I/O pins on the die edge:
Pins as bars across the die edge, other pins in gray.
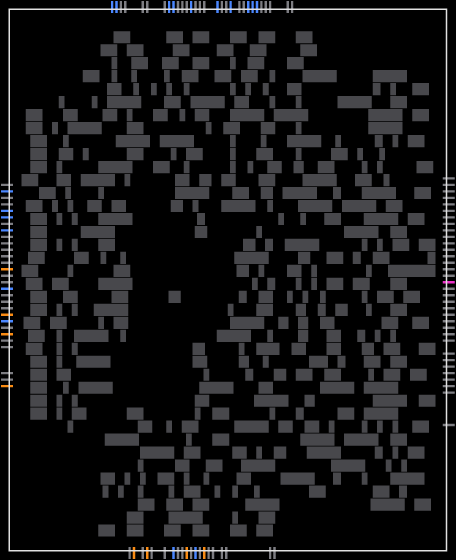
Logic cells by family:
The bar under the picture is 20 um long.
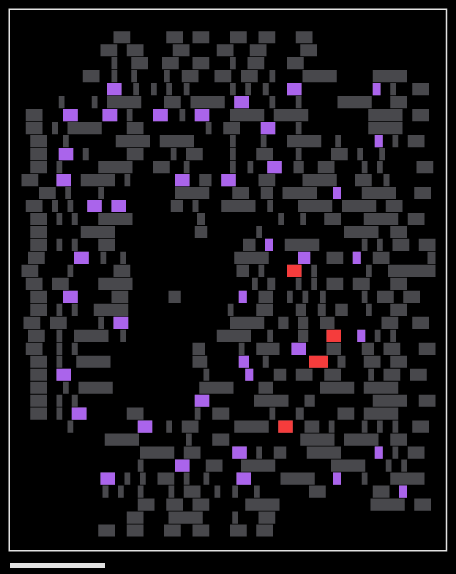
Metal layers overlaid:
Two of the layers only.
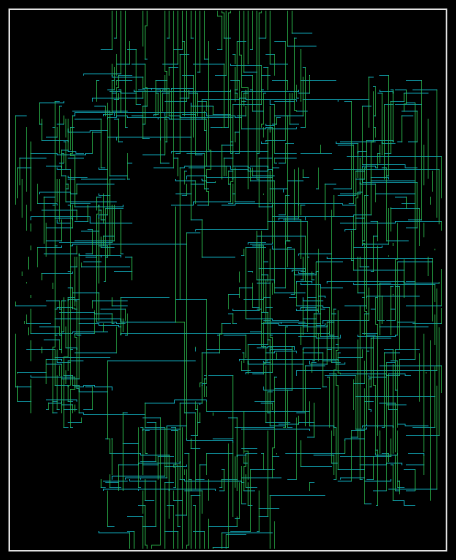
==> src/rtl/sci_pkg.sv <==
// Shared types and constants for the SCI bus arbiter.
package sci_pkg;

    localparam int SCI_AW = 18;
    localparam int SCI_DW = 8;

    localparam logic PORT0 = 1'b0;
    localparam logic PORT1 = 1'b1;

    typedef enum logic [1:0] {
        IDLE   = 2'd0,
        SETUP  = 2'd1,
        STROBE = 2'd2,
        HOLD   = 2'd3
    } sci_state_e;

    // Largest of the three phase lengths; sizes the shared phase counter.
    function automatic int unsigned max3(input int unsigned a, input int unsigned b,
                                         input int unsigned c);
        int unsigned m;
        m = (a > b) ? a : b;
        return (m > c) ? m : c;
    endfunction

endpackage

==> src/rtl/sci_rr_arb.sv <==
// Two-way round-robin picker; remembers which port was granted last.
module sci_rr_arb
    import sci_pkg::*;
(
    input  logic       clk,
    input  logic       rst,
    input  logic [1:0] req,
    input  logic       update,
    output logic [1:0] gnt
);

    logic last_grant;

    // Last-grant register; port 1 after reset so port 0 wins the first tie.
    always_ff @(posedge clk) begin
        if (rst) begin
            last_grant <= PORT1;
        end else if (update) begin
            last_grant <= gnt[1];
        end else begin
            last_grant <= last_grant;
        end
    end

    // One-hot grant: single requester wins, a tie goes to the port not granted last.
    always_comb begin
        gnt = 2'b00;
        case (req)
            2'b01:   gnt = 2'b01;
            2'b10:   gnt = 2'b10;
            2'b11:   gnt = (last_grant == PORT1) ? 2'b01 : 2'b10;
            default: gnt = 2'b00;
        endcase
    end

endmodule

==> src/rtl/sci_bus_arbiter.sv <==
// Two-port SCI register bus master with programmable setup/strobe/hold timing.
module sci_bus_arbiter
    import sci_pkg::*;
#(
    parameter int unsigned SETUP_CYC = 1,
    parameter int unsigned STRB_CYC  = 2,
    parameter int unsigned HOLD_CYC  = 1
) (
    input  logic              clk,
    input  logic              rst,
    input  logic              m0_req,
    input  logic              m0_we,
    input  logic [SCI_AW-1:0] m0_addr,
    input  logic [SCI_DW-1:0] m0_wdata,
    output logic              m0_ack,
    output logic [SCI_DW-1:0] m0_rdata,
    input  logic              m1_req,
    input  logic              m1_we,
    input  logic [SCI_AW-1:0] m1_addr,
    input  logic [SCI_DW-1:0] m1_wdata,
    output logic              m1_ack,
    output logic [SCI_DW-1:0] m1_rdata,
    output logic              busy,
    output logic [SCI_AW-1:0] sciaddr,
    output logic [SCI_DW-1:0] sciwdata,
    output logic              sciwstn,
    output logic              scird,
    input  logic [SCI_DW-1:0] scirmxdata
);

    localparam int unsigned MAXP = max3(SETUP_CYC, STRB_CYC, HOLD_CYC);
    localparam int          CW   = $clog2(MAXP) + 1;

    sci_state_e        state, state_nxt;
    logic [CW-1:0]     cnt, cnt_nxt;
    logic              we_r, we_nxt;
    logic              port_r, port_nxt;
    logic [SCI_AW-1:0] addr_nxt;
    logic [SCI_DW-1:0] wdata_nxt;
    logic [1:0]        gnt;
    logic              arb_upd;
    logic              ack_nxt;
    logic              capture;

    sci_rr_arb u_arb (
        .clk    (clk),
        .rst    (rst),
        .req    ({m1_req, m0_req}),
        .update (arb_upd),
        .gnt    (gnt)
    );

    // Next-state, phase counter and request latch; grants only from IDLE.
    always_comb begin
        state_nxt = state;
        cnt_nxt   = cnt;
        we_nxt    = we_r;
        port_nxt  = port_r;
        addr_nxt  = sciaddr;
        wdata_nxt = sciwdata;
        arb_upd   = 1'b0;
        case (state)
            IDLE: begin
                if (gnt != 2'b00) begin
                    arb_upd   = 1'b1;
                    port_nxt  = gnt[1];
                    we_nxt    = gnt[1] ? m1_we    : m0_we;
                    addr_nxt  = gnt[1] ? m1_addr  : m0_addr;
                    wdata_nxt = gnt[1] ? m1_wdata : m0_wdata;
                    state_nxt = SETUP;
                    cnt_nxt   = CW'(SETUP_CYC - 1);
                end else begin
                    state_nxt = IDLE;
                end
            end
            SETUP: begin
                if (cnt == '0) begin
                    state_nxt = STROBE;
                    cnt_nxt   = CW'(STRB_CYC - 1);
                end else begin
                    cnt_nxt = cnt - CW'(1);
                end
            end
            STROBE: begin
                if (cnt == '0) begin
                    state_nxt = HOLD;
                    cnt_nxt   = CW'(HOLD_CYC - 1);
                end else begin
                    cnt_nxt = cnt - CW'(1);
                end
            end
            HOLD: begin
                if (cnt == '0) begin
                    state_nxt = IDLE;
                    cnt_nxt   = '0;
                end else begin
                    cnt_nxt = cnt - CW'(1);
                end
            end
            default: begin
                state_nxt = IDLE;
                cnt_nxt   = '0;
            end
        endcase
    end

    // Ack is registered so it lands in the final HOLD cycle.
    assign ack_nxt = (state_nxt == HOLD) && (cnt_nxt == '0);
    // Read data is sampled on the last strobe cycle while scird is still high.
    assign capture = (state == STROBE) && (cnt == '0) && !we_r;

    // FSM, latched request and registered SCI/requester outputs.
    always_ff @(posedge clk) begin
        if (rst) begin
            state    <= IDLE;
            cnt      <= '0;
            we_r     <= 1'b0;
            port_r   <= PORT0;
            sciaddr  <= '0;
            sciwdata <= '0;
            sciwstn  <= 1'b1;
            scird    <= 1'b0;
            busy     <= 1'b0;
            m0_ack   <= 1'b0;
            m1_ack   <= 1'b0;
        end else begin
            state    <= state_nxt;
            cnt      <= cnt_nxt;
            we_r     <= we_nxt;
            port_r   <= port_nxt;
            sciaddr  <= addr_nxt;
            sciwdata <= wdata_nxt;
            sciwstn  <= !((state_nxt == STROBE) && we_nxt);
            scird    <= (state_nxt == STROBE) && !we_nxt;
            busy     <= (state_nxt != IDLE);
            m0_ack   <= ack_nxt && (port_nxt == PORT0);
            m1_ack   <= ack_nxt && (port_nxt == PORT1);
        end
    end

    // Per-port read data; only reads touch it and it holds until the next read.
    always_ff @(posedge clk) begin
        if (rst) begin
            m0_rdata <= '0;
            m1_rdata <= '0;
        end else if (capture) begin
            if (port_r == PORT0) begin
                m0_rdata <= scirmxdata;
                m1_rdata <= m1_rdata;
            end else begin
                m0_rdata <= m0_rdata;
                m1_rdata <= scirmxdata;
            end
        end else begin
            m0_rdata <= m0_rdata;
            m1_rdata <= m1_rdata;
        end
    end

endmodule

==> config.mk <==
export PLATFORM = sky130hd
export DESIGN_NAME = sci_bus_arbiter
export DESIGN_NICKNAME = d
export VERILOG_FILES = /design/src/rtl/sci_pkg.sv /design/src/rtl/sci_rr_arb.sv /design/src/rtl/sci_bus_arbiter.sv
export SDC_FILE = /design/constraint.sdc
export NUM_CORES = 1
export LEC_CHECK = 0
export CAP_MARGIN = 30
export CELL_PAD_IN_SITES_DETAIL_PLACEMENT = 2
export CELL_PAD_IN_SITES_GLOBAL_PLACEMENT = 2
export CORE_ASPECT_RATIO = 1.25
export CORE_MARGIN = 2
export CORE_UTILIZATION = 23
export CTS_BUF_LIST = sky130_fd_sc_hd__clkbuf_4
export DETAILED_ROUTE_END_ITERATION = 6
export PLACE_DENSITY = 0.95
export SYNTH_ARGS = -nofsm -noshare
export SYNTH_HDL_FRONTEND = slang
export SYNTH_SLANG_ARGS = --single-unit
==> constraint.sdc <==
create_clock -name clk -period 2.95 [get_ports clk]
set_input_delay 0.295 -clock clk [delete_from_list [all_inputs] [get_ports clk]]
set_output_delay 0.295 -clock clk [all_outputs]
set_load 0.01 [all_outputs]
==> flow_summary.yaml <==
# implementation run metrics
setup_path:
  path_delay_family: "simple AND/OR/NAND/NOR gates"
  crit_slowest_cell: "o21a_2"
  path_class: "reg -> reg"
  critPathMaxStageDelay_ns: 0.49
  r2r-start: "state[1]"
  worstPathArrival_ns: 2.44
  cp-end-kind: "register"
  reg2reg_to: "sciwstn"
synthesis:
  edf_count: 0
  top_cells_by_area: "dfxtp_1, nand2_1, a311oi_1"
  top_cell_area_share_pct: 49.32
  ys_sh_xor_pct: 0.7991
  yosys.stat.seqShare_pct: 49.32
  synth_top_flop_cell: "dfxtp_1"
  yosysUniqueCellTypes: 32
  common_cells: "nand2_1, dfxtp_1, nor2_1"
status:
  status: "finished clean"
placement:
  routabilityCongestion: 0.7626
  portBuffers: 112
  placed_cell_area_sq_mm: 0.003387
pwr:
  leakagePower_uw: 0.001333
  p_sw_share_pct: 35.12
  pwr-share-comb_pct: 41.1
final_timing:
  holdWs_ns: 0.3757
clock_network:
  numCtsBuffers: 5
  cts_tree: "done"
  cts_buffer_depth: 2
  clk_latency_ns: 0.38
  cts_hold_buffers: 0
final_layout:
  stdcell_count: 491
  seq_share_pct: 31.12
  lay_top_count: "clkdlybuf4s50_1"
  clk_share_pct: 1.693
floorplanning:
  fp_util_pct: 23.77
  ios: 113
routing:
  drc: 0
run:
  cap_violations: 0
## Picture notes: 'I/O pins on the die edge'
- blue: m0_addr (pins 18; direction input; edge 10 north, 6 west, 2 south)
- orange: m1_wdata (pins 8; direction input; edge 4 west, 4 south)
- magenta: m0_req (pins 1; direction input; edge east)
- all pins by edge: 34 east, 30 north, 29 west, 20 south

## Picture notes: 'logic cells by family'
- red: AND-OR and OR-AND gates (cells 4)
- purple: inverting AOI/OAI gates (cells 40; where spread over the die)

## Picture notes: 'metal layers overlaid'
- cyan: met1 (wire length 2840 um)
- green: met2 (wire length 4600 um)

routing by layer:
metal	GRT usage, %	up-vias	part of all wire [%]
met2	32.35	72	58
met4	4.646	0	1.4
met3	3.262	9	4.3
li1	-	1105	-
met5	0	-	0
met1	15.11	1105	36
power groups by stage:
stage | logic, uW | clock network [uW] | registers [uW]
2_1_floorplan | 449 | 0 | 1030
3_3_place_gp | 891 | 0 | 997
3_5_place_dp | 936 | 0 | 1010
4_1_cts | 941 | 363 | 993
5_1_grt | 1020 | 387 | 1010
6_report | 924 | 335 | 989
state kept, by name (all words and copies together), names as in the netlist, 2 cells and up:
| name | cells |
|---|---|
| cnt | 2 |
| m0_rdata | 8 |
| m1_rdata | 8 |
| sciaddr | 18 |
| sciwdata | 8 |
| state | 2 |
Power and IR drop assume default switching activity.
